**Signal wires on met1**

The bar under the picture is 20 um long. Cells faint in the background.
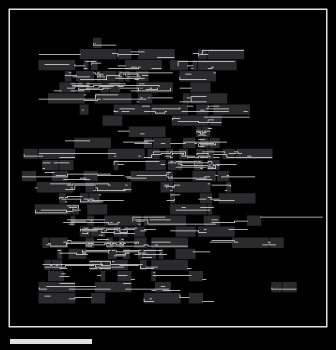
**The metal 2 layer**

Cells faint in the background.
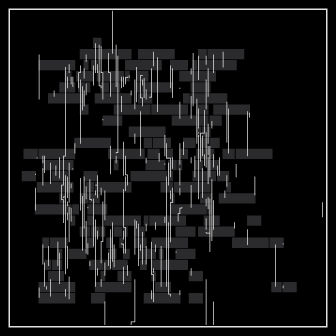
**src/rtl/hart_meter.sv**
```systemverilog
// Heart-rate meter: synchronises the raw beat pulse, applies a refractory blanking period and
// counts accepted beats per window. Optional macro HART_AVG_EN averages the last four windows.
module hart_meter #(
  parameter int unsigned WINDOW      = 600,
  parameter int unsigned REFRACT     = 20,
  parameter int unsigned SYNC_STAGES = 2
) (
  input  logic       slow,
  input  logic       reset,
  input  logic       beat,
  output logic [5:0] hart,
  output logic       nieuw,
  output logic       beatPuls,
  output logic       geenHart
);

  localparam int unsigned WinW = (WINDOW > 1) ? $clog2(WINDOW) : 1;
  localparam int unsigned RefW = (REFRACT > 1) ? $clog2(REFRACT) : 1;
  localparam logic [WinW-1:0] WinLast = WinW'(WINDOW - 1);
  localparam logic [RefW-1:0] RefLoad = RefW'(REFRACT - 1);

  typedef enum logic {StArmed, StBlank} state_e;

  logic [SYNC_STAGES-1:0] sync_q;
  logic [SYNC_STAGES-1:0] prime_q;
  logic                   prev_q;
  logic                   beat_sync;
  logic                   rise;

  state_e                 state_q, state_d;
  logic [RefW-1:0]        refr_q, refr_d;
  logic                   puls_q, puls_d;

  logic [WinW-1:0]        win_q, win_d;
  logic                   term;
  logic [5:0]             cnt_q, cnt_d;
  logic [5:0]             hart_q, hart_d;
  logic                   nieuw_q;
  logic                   geen_q, geen_d;
  logic [5:0]             new_hart;

  assign beat_sync = sync_q[SYNC_STAGES-1];
  assign rise      = beat_sync & ~prev_q;

  // prev stays 1 until the chain has filled, so a beat already high at release is not an edge
  always_ff @(posedge slow or negedge reset) begin
    if (!reset) begin
      sync_q  <= '0;
      prime_q <= '0;
      prev_q  <= 1'b1;
    end else begin
      sync_q  <= {sync_q[SYNC_STAGES-2:0], beat};
      prime_q <= {prime_q[SYNC_STAGES-2:0], 1'b1};
      prev_q  <= prime_q[SYNC_STAGES-1] ? beat_sync : 1'b1;
    end
  end

  always_comb begin
    state_d = state_q;
    refr_d  = refr_q;
    puls_d  = 1'b0;
    unique case (state_q)
      StArmed: begin
        if (rise) begin
          puls_d  = 1'b1;
          refr_d  = RefLoad;
          state_d = StBlank;
        end
      end
      StBlank: begin
        if (refr_q == '0) begin
          state_d = StArmed;
        end else begin
          refr_d = refr_q - 1'b1;
        end
      end
      default: state_d = StArmed;
    endcase
  end

  always_ff @(posedge slow or negedge reset) begin
    if (!reset) begin
      state_q <= StArmed;
      refr_q  <= '0;
      puls_q  <= 1'b0;
    end else begin
      state_q <= state_d;
      refr_q  <= refr_d;
      puls_q  <= puls_d;
    end
  end

  assign term  = (win_q == WinLast);
  assign win_d = term ? '0 : win_q + 1'b1;

  // A beat landing in the terminal cycle opens the next window's count
  always_comb begin
    cnt_d = cnt_q;
    if (term) begin
      cnt_d = {5'd0, puls_q};
    end else if (puls_q && (cnt_q != 6'd63)) begin
      cnt_d = cnt_q + 6'd1;
    end
  end

`ifdef HART_AVG_EN
  logic [5:0] hist0_q, hist1_q, hist2_q;
  logic [7:0] sum;

  assign sum      = {2'd0, cnt_q} + {2'd0, hist0_q} + {2'd0, hist1_q} + {2'd0, hist2_q};
  assign new_hart = sum[7:2];

  always_ff @(posedge slow or negedge reset) begin
    if (!reset) begin
      hist0_q <= '0;
      hist1_q <= '0;
      hist2_q <= '0;
    end else if (term) begin
      hist0_q <= cnt_q;
      hist1_q <= hist0_q;
      hist2_q <= hist1_q;
    end
  end
`else
  assign new_hart = cnt_q;
`endif

  always_comb begin
    hart_d = hart_q;
    geen_d = geen_q;
    if (term) begin
      hart_d = new_hart;
      geen_d = (cnt_q == 6'd0);
    end
  end

  always_ff @(posedge slow or negedge reset) begin
    if (!reset) begin
      win_q   <= '0;
      cnt_q   <= '0;
      hart_q  <= '0;
      nieuw_q <= 1'b0;
      geen_q  <= 1'b0;
    end else begin
      win_q   <= win_d;
      cnt_q   <= cnt_d;
      hart_q  <= hart_d;
      nieuw_q <= term;
      geen_q  <= geen_d;
    end
  end

  assign hart     = hart_q;
  assign nieuw    = nieuw_q;
  assign beatPuls = puls_q;
  assign geenHart = geen_q;

endmodule

```
**config.mk**
```make
export PLATFORM = sky130hd
export DESIGN_NAME = hart_meter
export DESIGN_NICKNAME = d
export VERILOG_FILES = /design/src/rtl/hart_meter.sv
export SDC_FILE = /design/constraint.sdc
export NUM_CORES = 1
export LEC_CHECK = 0
export CORE_MARGIN = 2
export CORE_UTILIZATION = 29
export DETAILED_ROUTE_END_ITERATION = 8
export PLACE_DENSITY_LB_ADDON = 0.2
export SLEW_MARGIN = 20
export SYNTH_ARGS = -nofsm -noshare
export SYNTH_HDL_FRONTEND = slang
export SYNTH_SLANG_ARGS = --single-unit
```
**constraint.sdc**
```tcl
create_clock -name slow -period 2.4 [get_ports slow]
set_clock_uncertainty 0.15 [all_clocks]
set_input_delay 0.24 -clock slow [delete_from_list [all_inputs] [get_ports slow]]
set_output_delay 0.24 -clock slow [all_outputs]
set_load 0.05 [all_outputs]
```
==> run summary <==
flow finished, numbers: status finished, final reports clean, Post-DP HPWL 1.74 mm, clock-pin slew on the worst setup and hold paths 70 ps, filler cell count ~540, CP bufs+invs 1, syn_nets between 100 and 150, layout cell share with drive strength beyond 1 around an eighth, design area 1830 um^2, predominant post-synthesis flop cell dfrtp_1, Final Non-Filler Cells about 220, top cells by area, synth dfrtp_1 (56%), mux2_2 (4.3%), ha_1 (3.2%), yosys cell count between 100 and 150, antenna-violating nets left 0, Port Buffers 11, Yosys warning total 0, Die Ht 77.4 um, final core occ a little over a third, flops out of synthesis 36, Yosys Chip Area around 1600 um^2, htree depth 2, Post-CTS Setup Bufs 0, critical path type flip-flop to primary output, switching share of power 30.5%, number of max-cap violations 0, maximum clock frequency 482 MHz, Die W 77.4 um, routed wire length per instance between 10 and 15 um, P_leak 0.000797 uW, number of enable flip-flop cells 0, Pre-Repair DR Iteration Count 4, number of clock buffers inserted by TritonCTS 5, crit path time final 2070 ps, Clock power frac between 20 and 30%, DP Area around 1700 um^2, post-CTS resize count 0, Power Density 828 nW/um^2, xor/xnor share 4.48%, initial antenna violation count 0, final worst slack 326 ps, GP Congestion roughly 0.77, RSZ-0062 raised after global routing no, Post-synth seq share approximately 58%, P&R area growth vs syn 17.2%, dpl ws 502 ps, fin nets 152, Psw 463 uW, root buf cell clkbuf_8, Worst Path Required 2010 ps, Cells after Synth about 130, number of global-route vias before repair 964, Mux area share 6.32%, top-area cell type share of the netlist area a little under three fifths, WP data arrival 1680 ps, clock buffer depth 2, syn avg cell area 12.0 um^2, final setup fails 0, area leader, netlist dfrtp_1, final setup TNS 0 ps, Final Hold Viols 0, IO Pins 12, tool warning count 27, Chip Area approximately 6000 um^2, ant diodes 0, clk ins delay skew pair 280 ps
## Picture notes: 'signal wires on met1'
wire length on this layer = 1,250 um
share of all routed wire = 49%
main direction = horizontal

## Picture notes: 'the metal 2 layer'
main direction = vertical
nets with wire on the layer = 121
wire length on this layer = 1,110 um
longest straight run = 26.9 um
WL final: 2.55 mm
met2 GRT Util: 13.7%
Vias: 960

[power by group through the flow]
stage	logic, uW	clock network [uW]	registers, uW
6_report	277	435	806
2_1_floorplan	218	0	794
3_5_place_dp	279	0	818
3_3_place_gp	270	0	816
4_1_cts	281	458	806
5_1_grt	326	488	822
[path summary, 6_finish.rpt]
check,endpoint,cells past startpoint,slack [ps],from
max reg2reg,hart[2],4,500,win_q[0]
min,prime_q[1],0,200,prime_q[0]
max,beatPuls,1,330,beatPuls
min in group asynchronous,nieuw,2,220,reset
max in group asynchronous,prev_q,2,1520,reset
min reg2reg,prime_q[1],0,200,prime_q[0]
[cell usage in the layout, fill, tap and decap left out, types with 2 or more instances in the layout]
cell	instances
dfrtp_1	35
clkdlybuf4s50_1	11
nor2_1	8
inv_1	7
nand4_1	6
nand2_1	6
mux2_2	6
clkbuf_8	6
xor2_1	5
o21ai_0	5
nor2b_1	4
ha_1	4
xnor2_1	3
nand3_1	3
nand2b_1	3
a211oi_1	3
a21oi_1	3
and3_1	2
nand4b_1	2
nor3_1	2
mux2i_1	2
clkinv_2	2
[cells in the mapped netlist, drive strengths merged, types with 2 or more instances]
cell type / instances
xnor2: 3
a211oi: 3
nor2: 8
mux2i: 2
inv: 7
o21ai: 6
nand3: 3
dfrtp: 35
nand4b: 2
nor2b: 4
and3: 2
o31ai: 2
nand2b: 3
nand4: 6
nor3: 2
nor3b: 2
buf: 3
ha: 4
a21oi: 3
mux2: 7
xor2: 5
nand2: 6
[sequential cells by signal, indices dropped and copies added (netlist names), 2 cells and up]
| name | count |
|---|---|
| refr_q | 5 |
| cnt_q | 6 |
| hart | 6 |
| win_q | 10 |
| sync_q | 2 |
| prime_q | 2 |
[cells by family after synthesis]
group | Yosys count
mux | 9
buf+inv | 11
fa+ha+maj | 4
simple gates | 42
compound gates | 19
xor+xnor | 8
flops | 36
other cells | 1
[layer usage]
metal  share of wire (%)  GRT usage (%)
met1                  49           13.5
met2                  44           13.7
met3                 5.1           3.95
met4                 2.2           4.82
met5                   0              0
[through the flow]
stage / hold WS (ps) / power (uW)
after floorplan: -206 / 1010
final: 201 / 1520
after CTS: 206 / 1540
after global placement: 184 / 1090
after detailed placement: 198 / 1100
after global routing: 218 / 1640
[cell type report]
cell class	count	area, um^2	share of cell area, %
Clock buffer	6	82.6	4.51
Clock inverter	2	10.0	0.546
Sequential cell	36	902	49.2
Inverter	7	26.3	1.43
Timing Repair Buffer	12	118	6.42
Multi-Input combinational cell	83	607	33.1
Tap cell	70	87.6	4.78
[worst register-to-register path: stages (launching register included)]
cell and delay, ps:
dfrtp_1 380, ha_1 260, nand4b_1 110, and4bb_4 510
mux2_2 380
Power and IR drop assume default switching activity.
